==> src/rtl/alien_sprite_drawer_if.sv <==
// Signal bundle between the alien movement logic, the sprite drawer and the VGA adapter.
// The master side supplies the alien position; the slave side is the drawer.
interface alien_sprite_drawer_if;
    logic [7:0] alien_x;
    logic [6:0] alien_y;
    logic       redraw;
    logic [7:0] vga_x;
    logic [6:0] vga_y;
    logic [2:0] colour;
    logic       plot;
    logic       busy;
    logic       done;

    modport master (
        output alien_x, alien_y, redraw,
        input  vga_x, vga_y, colour, plot, busy, done
    );

    modport slave (
        input  alien_x, alien_y, redraw,
        output vga_x, vga_y, colour, plot, busy, done
    );
endinterface

==> src/rtl/alien_sprite_drawer.sv <==
// Repaints an 8x4 alien sprite: erases the last drawn position, then draws at the new one.
// One pixel per cycle, with clipping at the screen edges.
module alien_sprite_drawer #(
    parameter logic [2:0]  SPRITE_COLOUR = 3'b010,
    parameter int unsigned SCREEN_W      = 160,
    parameter int unsigned SCREEN_H      = 120
) (
    input  logic                 clk,
    input  logic                 reset,
    alien_sprite_drawer_if.slave bus
);
    typedef enum logic [1:0] {IDLE, ERASE, DRAW, DONE} state_t;

    localparam logic [7:0] ROW0 = 8'b00111100;
    localparam logic [7:0] ROW1 = 8'b01111110;
    localparam logic [7:0] ROW2 = 8'b11011011;
    localparam logic [7:0] ROW3 = 8'b10100101;
    localparam logic [8:0] X_LIM = 9'(SCREEN_W);
    localparam logic [7:0] Y_LIM = 8'(SCREEN_H);

    state_t     r_state;
    logic [7:0] r_old_x, r_new_x;
    logic [6:0] r_old_y, r_new_y;
    logic       r_valid;
    logic [4:0] r_cnt;

    logic       w_trigger;
    logic [2:0] w_dx;
    logic [1:0] w_dy;
    logic [7:0] w_base_x;
    logic [6:0] w_base_y;
    logic [8:0] w_sum_x;
    logic [7:0] w_sum_y;
    logic       w_on_screen;
    logic [7:0] w_row;
    logic       w_bit;

    assign w_trigger = !r_valid || bus.redraw ||
                       (bus.alien_x != r_old_x) || (bus.alien_y != r_old_y);

    always_ff @(posedge clk) begin
        if (reset) begin
            r_state <= IDLE;
            r_valid <= 1'b0;
            r_cnt   <= '0;
            r_old_x <= '0;
            r_old_y <= '0;
            r_new_x <= '0;
            r_new_y <= '0;
        end else begin
            case (r_state)
                IDLE: begin
                    if (w_trigger) begin
                        r_new_x <= bus.alien_x;
                        r_new_y <= bus.alien_y;
                        r_cnt   <= '0;
                        r_state <= r_valid ? ERASE : DRAW;
                    end
                end
                // cnt wraps 31->0 on its own, so DRAW starts from pixel 0 after ERASE
                ERASE: begin
                    r_cnt <= r_cnt + 5'd1;
                    if (r_cnt == 5'd31) r_state <= DRAW;
                end
                DRAW: begin
                    r_cnt <= r_cnt + 5'd1;
                    if (r_cnt == 5'd31) r_state <= DONE;
                end
                DONE: begin
                    r_old_x <= r_new_x;
                    r_old_y <= r_new_y;
                    r_valid <= 1'b1;
                    r_state <= IDLE;
                end
                default: r_state <= IDLE;
            endcase
        end
    end

    assign w_dx     = r_cnt[2:0];
    assign w_dy     = r_cnt[4:3];
    assign w_base_x = (r_state == ERASE) ? r_old_x : r_new_x;
    assign w_base_y = (r_state == ERASE) ? r_old_y : r_new_y;
    // One extra bit so that sums past the right/bottom edge are detected, not wrapped
    assign w_sum_x     = {1'b0, w_base_x} + {6'd0, w_dx};
    assign w_sum_y     = {1'b0, w_base_y} + {6'd0, w_dy};
    assign w_on_screen = (w_sum_x < X_LIM) && (w_sum_y < Y_LIM);

    always_comb begin
        case (w_dy)
            2'd0:    w_row = ROW0;
            2'd1:    w_row = ROW1;
            2'd2:    w_row = ROW2;
            default: w_row = ROW3;
        endcase
    end

    assign w_bit = w_row[3'd7 - w_dx];

    always_comb begin
        bus.vga_x  = '0;
        bus.vga_y  = '0;
        bus.colour = '0;
        bus.plot   = 1'b0;
        bus.busy   = 1'b0;
        bus.done   = 1'b0;
        case (r_state)
            ERASE: begin
                bus.vga_x = w_sum_x[7:0];
                bus.vga_y = w_sum_y[6:0];
                bus.plot  = w_on_screen;
                bus.busy  = 1'b1;
            end
            DRAW: begin
                bus.vga_x  = w_sum_x[7:0];
                bus.vga_y  = w_sum_y[6:0];
                bus.colour = w_bit ? SPRITE_COLOUR : 3'b000;
                bus.plot   = w_on_screen;
                bus.busy   = 1'b1;
            end
            DONE:    bus.done = 1'b1;
            default: ;
        endcase
    end
endmodule

==> src/flat_wrapper.sv <==
// flat-port wrapper written by rule: the top's interface ports become plain ports
module alien_sprite_drawer_flat 
#(
    parameter logic [2:0]  SPRITE_COLOUR = 3'b010,
    parameter int unsigned SCREEN_W      = 160,
    parameter int unsigned SCREEN_H      = 120
)
  (clk, reset, bus_alien_x, bus_alien_y, bus_redraw, bus_vga_x, bus_vga_y, bus_colour, bus_plot, bus_busy, bus_done);
  alien_sprite_drawer_if bus_i ();
  input  logic clk;
  input  logic reset;
  input wire logic [$bits(bus_i.alien_x)-1:0] bus_alien_x;
  input wire logic [$bits(bus_i.alien_y)-1:0] bus_alien_y;
  input wire logic [$bits(bus_i.redraw)-1:0] bus_redraw;
  output wire logic [$bits(bus_i.vga_x)-1:0] bus_vga_x;
  output wire logic [$bits(bus_i.vga_y)-1:0] bus_vga_y;
  output wire logic [$bits(bus_i.colour)-1:0] bus_colour;
  output wire logic [$bits(bus_i.plot)-1:0] bus_plot;
  output wire logic [$bits(bus_i.busy)-1:0] bus_busy;
  output wire logic [$bits(bus_i.done)-1:0] bus_done;
  assign bus_i.alien_x = bus_alien_x;
  assign bus_i.alien_y = bus_alien_y;
  assign bus_i.redraw = bus_redraw;
  assign bus_vga_x = bus_i.vga_x;
  assign bus_vga_y = bus_i.vga_y;
  assign bus_colour = bus_i.colour;
  assign bus_plot = bus_i.plot;
  assign bus_busy = bus_i.busy;
  assign bus_done = bus_i.done;
  alien_sprite_drawer #(.SPRITE_COLOUR(SPRITE_COLOUR), .SCREEN_W(SCREEN_W), .SCREEN_H(SCREEN_H)) u_core (.clk(clk), .reset(reset), .bus(bus_i));
endmodule
==> config.mk <==
export PLATFORM = sky130hd
export DESIGN_NAME = alien_sprite_drawer_flat
export DESIGN_NICKNAME = d
export VERILOG_FILES = /design/src/rtl/alien_sprite_drawer_if.sv /design/src/rtl/alien_sprite_drawer.sv /design/src/flat_wrapper.sv
export SDC_FILE = /design/constraint.sdc
export NUM_CORES = 1
export LEC_CHECK = 0
export CORE_AREA = 2 2 72 74
export CTS_CLUSTER_SIZE = 14
export DETAILED_ROUTE_END_ITERATION = 7
export DIE_AREA = 0 0 74 76
export DONT_BUFFER_PORTS = 1
export PLACE_DENSITY = 0.82
export RECOVER_POWER = 50
export SLEW_MARGIN = 0
export SYNTH_ARGS = -nofsm -noshare
export SYNTH_HDL_FRONTEND = slang
export SYNTH_SLANG_ARGS = --single-unit
export TNS_END_PERCENT = 10
==> constraint.sdc <==
create_clock -name clk -period 4.95 [get_ports clk]
set_input_delay 0.99 -clock clk [delete_from_list [all_inputs] [get_ports clk]]
set_output_delay 0.99 -clock clk [all_outputs]
set_load 0.02 [all_outputs]
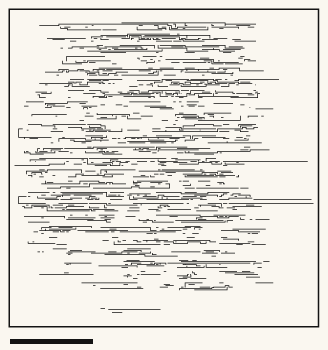
(images/layer_met1.png)
The bar under the picture is 20 µm long.
share of all routed wire: 43%
nets with wire on the layer: 304
wire length on this layer: 2770 µm

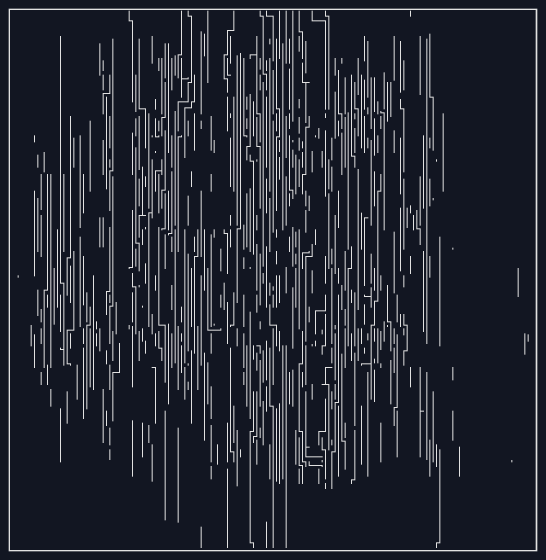
(images/layer_met2.png)
share of all routed wire: 49%
longest straight run: 42.8 µm

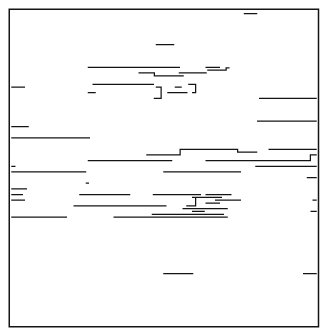
(images/layer_met3.png)
longest straight run: 27.1 µm
wire length on this layer: 445 µm
share of all routed wire: 6.9%
main direction: horizontal
nets with wire on the layer: 40

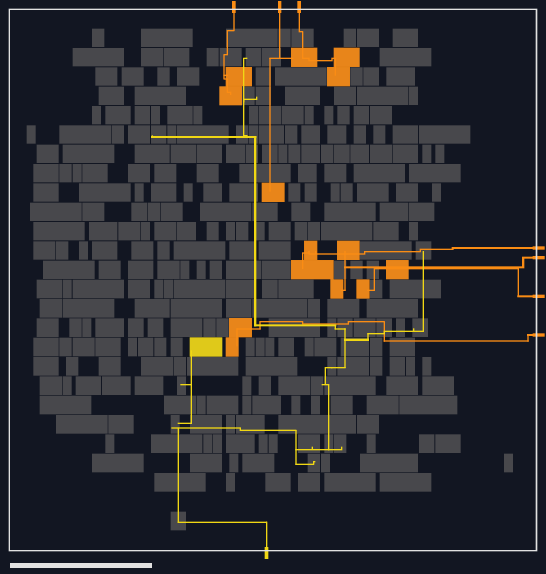
(images/io_fan.png)
The bar under the picture is 20 µm long.
| port | color | direction | edge | end cells | wire |
|---|---|---|---|---|---|
| `bus_alien_y` | orange | input | 4 right, 3 top | 14 | 207 µm |
| `bus_busy` | yellow | output | bottom | 1 | 189 µm |

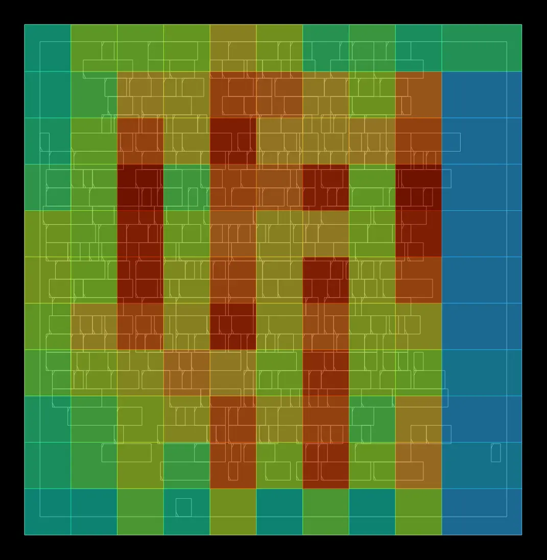
(images/congestion.png)
grt met1 use: 0.322
busiest grt layer: met2
gr usage total: 0.246

==> reports/qor.csv <==
stage,metric,value,unit
finish,signal_buffers,4,
yosys,topCombFamilyByArea,simple AND/OR/NAND/NOR gates,
clock_tree,cts_setup_buffers,0,
critical_path,critical_path_required,3960,ps
critical_path,startpoint,u_core.r_state[1],
global_routing,grt_use_met2,0.397,
critical_path,cp_cell_sequence,"inv_1, ha_1, buf_4, mux2_2, fa_1, nand4_1, a22oi_1, xor2_1, a21oi_1, a221oi_1, buf_4",
drt,vias_per_cell,6.09,
global_routing,grt_pass1_wl,10.9,mm
finish,num-multi-input-gates,239,
power_and_ir_drop,power.leakage,1.00,nW
hold_path,whs_path_depth,2,
timing,slew_headroom,0.159,
yosys,synthCells,307,
timing,period_minus_slack,4550,ps
global_routing,grt_start_max_net_pins,43,
critical_path,worstReg2RegStart,u_core.r_old_y[3],
hold_path,hold_start,u_core.r_new_y[0],
status,status,completed,
clock_tree,cts_root_buf,clkbuf_8,
global_routing,grt_pass1_vias,2290,
critical_path,crit_cells,11,
floorplan,die_w,74,µm
timing,tns,0,ps
yosys,ys_area,0.00274,mm²
power_and_ir_drop,combinationalPowerShare,0.432,
critical_path,regToRegSetupSlack,2530,ps
placed_design,hpwl,4.65,mm
finish,nets,334,
drt,vias,2253,
critical_path,cp_max_fo,17,
hold_path,hold_path_class,reg -> reg,
finish,fill_cells,435,
floorplan,dieArea,0.00562,mm²
floorplan,rows,26,
critical_path,slowest_stage,ha_1,
drt,drc,0,
placed_design,dp_slack,779,ps
yosys,synth.most_common_cell,dfxtp_1,
yosys,xor_share,0.0795,
drt,drt-total-wl,6.48,mm
## registers in the layout, indices dropped and copies added (netlist names)
| name | count |
|---|---|
| u_core.r_new_x | 8 |
| u_core.r_old_x | 8 |
| u_core.r_new_y | 7 |
| u_core.r_old_y | 7 |
| u_core.r_cnt | 5 |
| u_core.r_state | 2 |
| u_core.r_valid | 1 |
## routing by layer
layer / wire (µm) / vias up
li1: - / 1075
met1: 2770 / 1095
met2: 3180 / 75
met3: 444 / 8
met4: 87 / 0
met5: 0 / -
## power by group through the flow
stage	combinational (mW)	sequential [mW]	clock, mW
floorplan	0.415	0.387	0
global placement	0.496	0.400	0
detailed placement	0.507	0.403	0
CTS	0.511	0.396	0.263
global route	0.553	0.403	0.276
finish	0.502	0.397	0.264
Power and IR drop assume default switching activity.
